[src/rtl/dmem_pkg.sv]
// Shared types and constants for the data-memory response controller.
package dmem_pkg;

  localparam int unsigned ADDR_W          = 16;
  localparam int unsigned WADDR_W         = 15;
  localparam int unsigned DATA_W          = 16;
  localparam int unsigned CNT_W           = 8;
  localparam int unsigned TIMEOUT_DEFAULT = 15;

  typedef enum logic [1:0] {
    IDLE = 2'b00,
    BUSY = 2'b01,
    DONE = 2'b10
  } state_t;

endpackage

[src/rtl/dmem_wait_cnt.sv]
// BUSY-cycle wait counter; o_expire_c flags the last cycle before timeout.
module dmem_wait_cnt
  import dmem_pkg::*;
#(
  parameter int unsigned LIMIT = TIMEOUT_DEFAULT
) (
  input  logic clk,
  input  logic rst,
  input  logic i_clr,
  input  logic i_en,
  output logic o_expire_c
);

  logic [CNT_W-1:0] r_cnt;

  always_ff @(posedge clk or posedge rst) begin
    if (rst) begin
      r_cnt <= '0;
    end else if (i_clr) begin
      r_cnt <= '0;
    end else if (i_en) begin
      r_cnt <= r_cnt + CNT_W'(1);
    end
  end

  assign o_expire_c = (r_cnt == CNT_W'(LIMIT - 1));

endmodule

[src/rtl/dmem_resp_ctrl.sv]
// Data-memory access controller: accepts one LW/SW at a time, drives the
// backing memory, and returns a one-cycle response with a timeout error.
module dmem_resp_ctrl
  import dmem_pkg::*;
#(
  parameter int unsigned TIMEOUT = TIMEOUT_DEFAULT
) (
  input  logic               clk,
  input  logic               rst,
  input  logic               req_valid,
  input  logic               req_wr,
  input  logic [ADDR_W-1:0]  req_addr,
  input  logic [DATA_W-1:0]  req_wdata,
  output logic               req_ready,
  output logic               resp_valid,
  output logic [DATA_W-1:0]  resp_rdata,
  output logic               resp_err,
  output logic               mem_req,
  output logic               mem_wr,
  output logic [WADDR_W-1:0] mem_addr,
  output logic [DATA_W-1:0]  mem_wdata,
  input  logic [DATA_W-1:0]  mem_rdata,
  input  logic               mem_ack
);

  state_t              r_state;
  logic                r_ready;
  logic                r_resp_valid;
  logic [DATA_W-1:0]   r_resp_rdata;
  logic                r_resp_err;
  logic                r_mem_req;
  logic                r_mem_wr;
  logic [WADDR_W-1:0]  r_mem_addr;
  logic [DATA_W-1:0]   r_mem_wdata;

  logic w_cnt_clr;
  logic w_cnt_en;
  logic w_expire;
  logic w_unused_addr0;

  // Word addressing: the byte-select bit never reaches the memory.
  assign w_unused_addr0 = req_addr[0];

  assign w_cnt_clr = (r_state == IDLE) && req_valid;
  assign w_cnt_en  = (r_state == BUSY) && !mem_ack;

  dmem_wait_cnt #(
    .LIMIT (TIMEOUT)
  ) u_wait_cnt (
    .clk        (clk),
    .rst        (rst),
    .i_clr      (w_cnt_clr),
    .i_en       (w_cnt_en),
    .o_expire_c (w_expire)
  );

  // The mem_* registers double as the request latches while BUSY.
  always_ff @(posedge clk or posedge rst) begin
    if (rst) begin
      r_state      <= IDLE;
      r_ready      <= 1'b1;
      r_resp_valid <= 1'b0;
      r_resp_rdata <= '0;
      r_resp_err   <= 1'b0;
      r_mem_req    <= 1'b0;
      r_mem_wr     <= 1'b0;
      r_mem_addr   <= '0;
      r_mem_wdata  <= '0;
    end else begin
      r_resp_valid <= 1'b0;
      unique case (r_state)
        IDLE: begin
          if (req_valid) begin
            r_state     <= BUSY;
            r_ready     <= 1'b0;
            r_mem_req   <= 1'b1;
            r_mem_wr    <= req_wr;
            r_mem_addr  <= req_addr[ADDR_W-1:1];
            r_mem_wdata <= req_wdata;
          end
        end
        BUSY: begin
          // An ack always wins over a coincident timeout.
          if (mem_ack || w_expire) begin
            r_state      <= DONE;
            r_resp_valid <= 1'b1;
            r_resp_err   <= !mem_ack;
            r_resp_rdata <= (mem_ack && !r_mem_wr) ? mem_rdata : '0;
            r_mem_req    <= 1'b0;
            r_mem_wr     <= 1'b0;
            r_mem_addr   <= '0;
            r_mem_wdata  <= '0;
          end
        end
        DONE: begin
          r_state <= IDLE;
          r_ready <= 1'b1;
        end
        default: begin
          r_state <= IDLE;
          r_ready <= 1'b1;
        end
      endcase
    end
  end

  assign req_ready  = r_ready;
  assign resp_valid = r_resp_valid;
  assign resp_rdata = r_resp_rdata;
  assign resp_err   = r_resp_err;
  assign mem_req    = r_mem_req;
  assign mem_wr     = r_mem_wr;
  assign mem_addr   = r_mem_addr;
  assign mem_wdata  = r_mem_wdata;

endmodule

[config.mk]
export PLATFORM = sky130hd
export DESIGN_NAME = dmem_resp_ctrl
export DESIGN_NICKNAME = d
export VERILOG_FILES = /design/src/rtl/dmem_pkg.sv /design/src/rtl/dmem_wait_cnt.sv /design/src/rtl/dmem_resp_ctrl.sv
export SDC_FILE = /design/constraint.sdc
export NUM_CORES = 1
export LEC_CHECK = 0
export CORE_MARGIN = 2
export CORE_UTILIZATION = 49
export DETAILED_ROUTE_END_ITERATION = 16
export PLACE_DENSITY = 0.9
export SLEW_MARGIN = 30
export SYNTH_ARGS = -nofsm -noshare
export SYNTH_HDL_FRONTEND = slang
export SYNTH_SLANG_ARGS = --single-unit
[constraint.sdc]
create_clock -name clk -period 6.7 [get_ports clk]
set_input_delay 2.01 -clock clk [delete_from_list [all_inputs] [get_ports clk]]
set_output_delay 2.01 -clock clk [all_outputs]
set_load 0.01 [all_outputs]
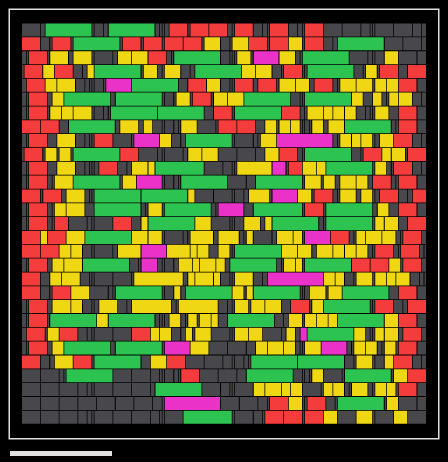
(placement by cell class)
Scale bar: 20 um. Fill, decap, tap and diode cells in grey.
Magenta stands for clock drivers and dummy loads, cells 16. Red stands for remaining buffers and delay cells, cells 106. Yellow stands for combinational and other logic, cells 205. Green stands for sequential cells, cells 62.
row cnt: 29
post-route standard cell area excluding fillers: 4480 sq um
area inside the core boundary: 6280 sq um
fraction of area in registers: 34.7%

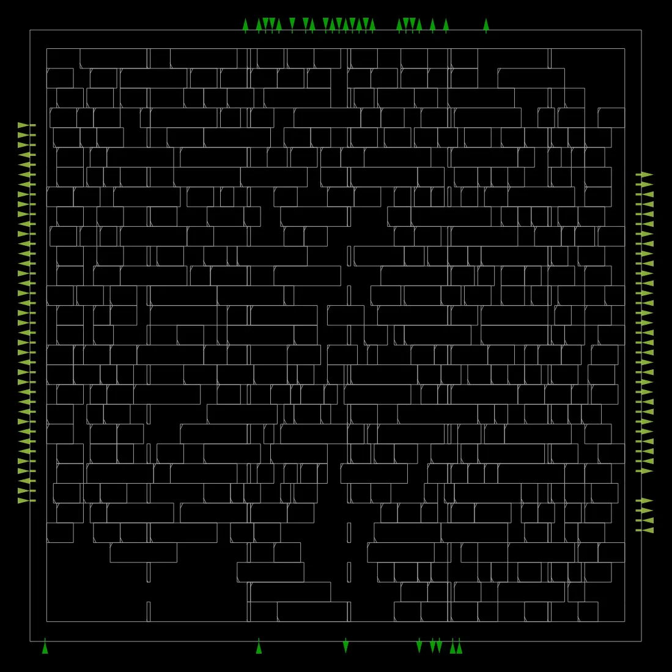
(cell outlines without signal wires)
Taps Inserted: 77
fill count: 460
utilization after layout: 71.3%
Non-Filler Instances: 466

==> run summary <==
Notes on the physical design

The number of antenna violations at the first check in global routing is 0. For this run, the final setup violation count is recorded as 0. The mean number of vias per cell is 5.62. The worst max-slew margin expressed relative to the limit is 39.3%.

The via count of the first global-routing pass is 2649. In the Yosys report, the sequential cells make up 49.3% of the chip area. The power density over cell area is 391 nW/um^2. The number of optimization iterations in the first detailed-route pass is 4. The AND-OR/OR-AND share of the synthesized area is 23.8%. For the worst reg-to-reg path, the startpoint reported by OpenROAD is r_state[0]$_DFFE_PP0P_. The synthesized design devotes to its leading area cell type 48.5% of total area. The final critical delay including setup and external delays is 3600 ps. The largest buffer count on any clock path is 2. In this run, post-CTS repair resized a total of 0 instances. The clock root buffer master is clkbuf_8. After the first detailed-routing iteration, the DRC count stood at 152. The total setup buffers inserted after CTS is 0. The placed instance area is 4220 sq um. Of the available clock period, the critical path in the final layout requires 53.7%. The synthesized netlist devotes 0.556% of its cell area to XOR and XNOR gates. The number of buffers inserted during clock tree synthesis is 9. The most used flip-flop cell after synthesis is dfrtp_1. The arrival time of data at the worst endpoint is listed as 3880 ps.

The number of warnings reported in the stage logs is 28. For this run, asynchronously set or reset flops after synthesis account for 100%. The count of clock tree sinks is 62. The post-synthesis simple-gate area fraction is 21.1%. Wires add up to 7720 um. The startpoint of the worst hold path is mem_wdata[5]$_DFFE_PP0P_.

The tightest min-delay check is of the reg -> reg type. TritonRoute output was used to compute an average wire per cell of 16.6 um. The stat command in Yosys gives a chip area of 3150 sq um.

The flow ran to the end, and the final reports show no timing, DRC or antenna violations. Looking at the setup timing report, the critical path kind is in -> reg. After clock tree synthesis, the flow added hold-fix buffers numbering 0. In this run the remaining antenna-violating nets after routing total 0. The count of max-cap constraint violations is 0. The congestion estimate from routability-driven global placement came to 0.763. The initial core utilization is 50.2%. The height of the chip is 84.2 um.

The wire length of the first global-routing pass is 12700 um. The chip area is 7080 sq um. Adding up every negative setup slack in the final design gives 0 ps. The clock tree synthesis step divided the H-tree into 3 levels.

The register bit count reported by yosys is 62. The number of enable-type register cells in the synthesized netlist is 0. The number of cells on the worst reg-to-reg path is 3. The fraction of final layout cells sized beyond drive strength 1 is 7.97%. Hold analysis lists the worst path endpoint as mem_wdata[5]$_DFFE_PP0P_. The mapped netlist covers 3150 sq um. In the final report, the number of hold violations comes to 0. The instance count of the mapped netlist is 289. Setup slack on the worst reg-to-reg path comes out at 4240 ps. Input and output buffers added on the ports amount to 103.

The number of antenna diodes is 0.
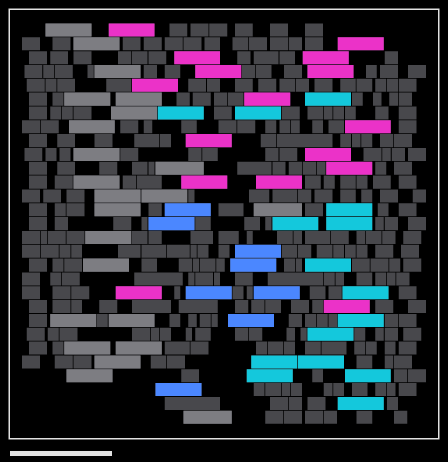
(where the registers sit)
Scale bar: 20 um. Other sequential cells in the stronger grey, the rest of the logic in the fainter grey.
Magenta stands for mem_wdata, flops 16. Blue stands for u_wait_cnt.r_cnt, flops 8. Cyan stands for mem_addr, flops 15.
Another 23 sequential cells are not coloured.
Reg area: 1560 sq um
Power Sequential: 665 uW

==> cell usage in the layout, fill, tap and decap left out, drive strengths merged, types with 13 or more instances in the layout <==
cell,instances
nand3b,19
nand2b,20
a221o,16
a21o,13
a21oi,21
and2,37
a211o,19
dfrtp,61
a22o,13
clkdlybuf4s50,103
==> flip-flops by register name, indices dropped and copies added, names as in the netlist, 2 cells and up <==
name / flops
mem_wdata: 16
resp_rdata: 16
mem_addr: 15
u_wait_cnt.r_cnt: 8
r_state: 2
==> how the worst max path moves through the flow <==
stage,from,to,slack (ps),cells past startpoint
2_1_floorplan,rst,mem_addr[0]$_DFFE_PP0P_,3150,1
3_3_place_gp,req_valid,mem_wdata[3]$_DFFE_PP0P_,2510,5
3_5_place_dp,req_valid,mem_wdata[4]$_DFFE_PP0P_,2750,5
4_1_cts,req_valid,mem_wdata[0]$_DFFE_PP0P_,3110,5
5_1_grt,req_valid,mem_wdata[8]$_DFFE_PP0P_,2990,5
6_report,req_valid,mem_wdata[4]$_DFFE_PP0P_,3100,5
==> per-layer routing <==
metal,GRT usage [%],wire length (um),vias to the layer above
li1,-,-,1246
met1,29.2,3540,1271
met2,35.4,3580,90
met3,6.59,492,12
met4,7.77,102,0
met5,0,0,-
==> per-stage QoR <==
stage,std cells,power [mW],hold WS (ps),setup slack (ps)
floorplan,289,0.982,481,3150
global placement,450,1.32,476,2510
detailed placement,450,1.35,495,2750
CTS,466,1.76,511,3110
global route,466,1.85,527,2990
finish,466,1.75,507,3100
==> power breakdown <==
group / internal, mW / switching [mW] / total [mW]
Clock: 0.258 / 0.147 / 0.405
Combinational: 0.416 / 0.265 / 0.681
Sequential: 0.513 / 0.152 / 0.665
Total: 1.19 / 0.564 / 1.75
==> cells by family after synthesis <==
logic type,Yosys count
fa+ha+maj,2
simple gates,101
mux,3
xor+xnor,2
compound gates,93
buf+inv,26
flops,62
==> worst max-delay path: stages <==
cell,delay [ps]
clkdlybuf4s50_1,460
buf_4,330
nor3b_4,720
a22o_1,250
a21o_1,100
==> final cells by class <==
| type | count | area share (%) |
|---|---|---|
| Sequential cell | 62 | 34.7 |
| Multi-Input combinational cell | 201 | 33.7 |
| Timing Repair Buffer | 106 | 23.5 |
| Clock buffer | 11 | 3.16 |
| Clock inverter | 5 | 2.38 |
| Tap cell | 77 | 2.15 |
| Inverter | 4 | 0.335 |
Power is estimated from default activity; no workload was simulated.
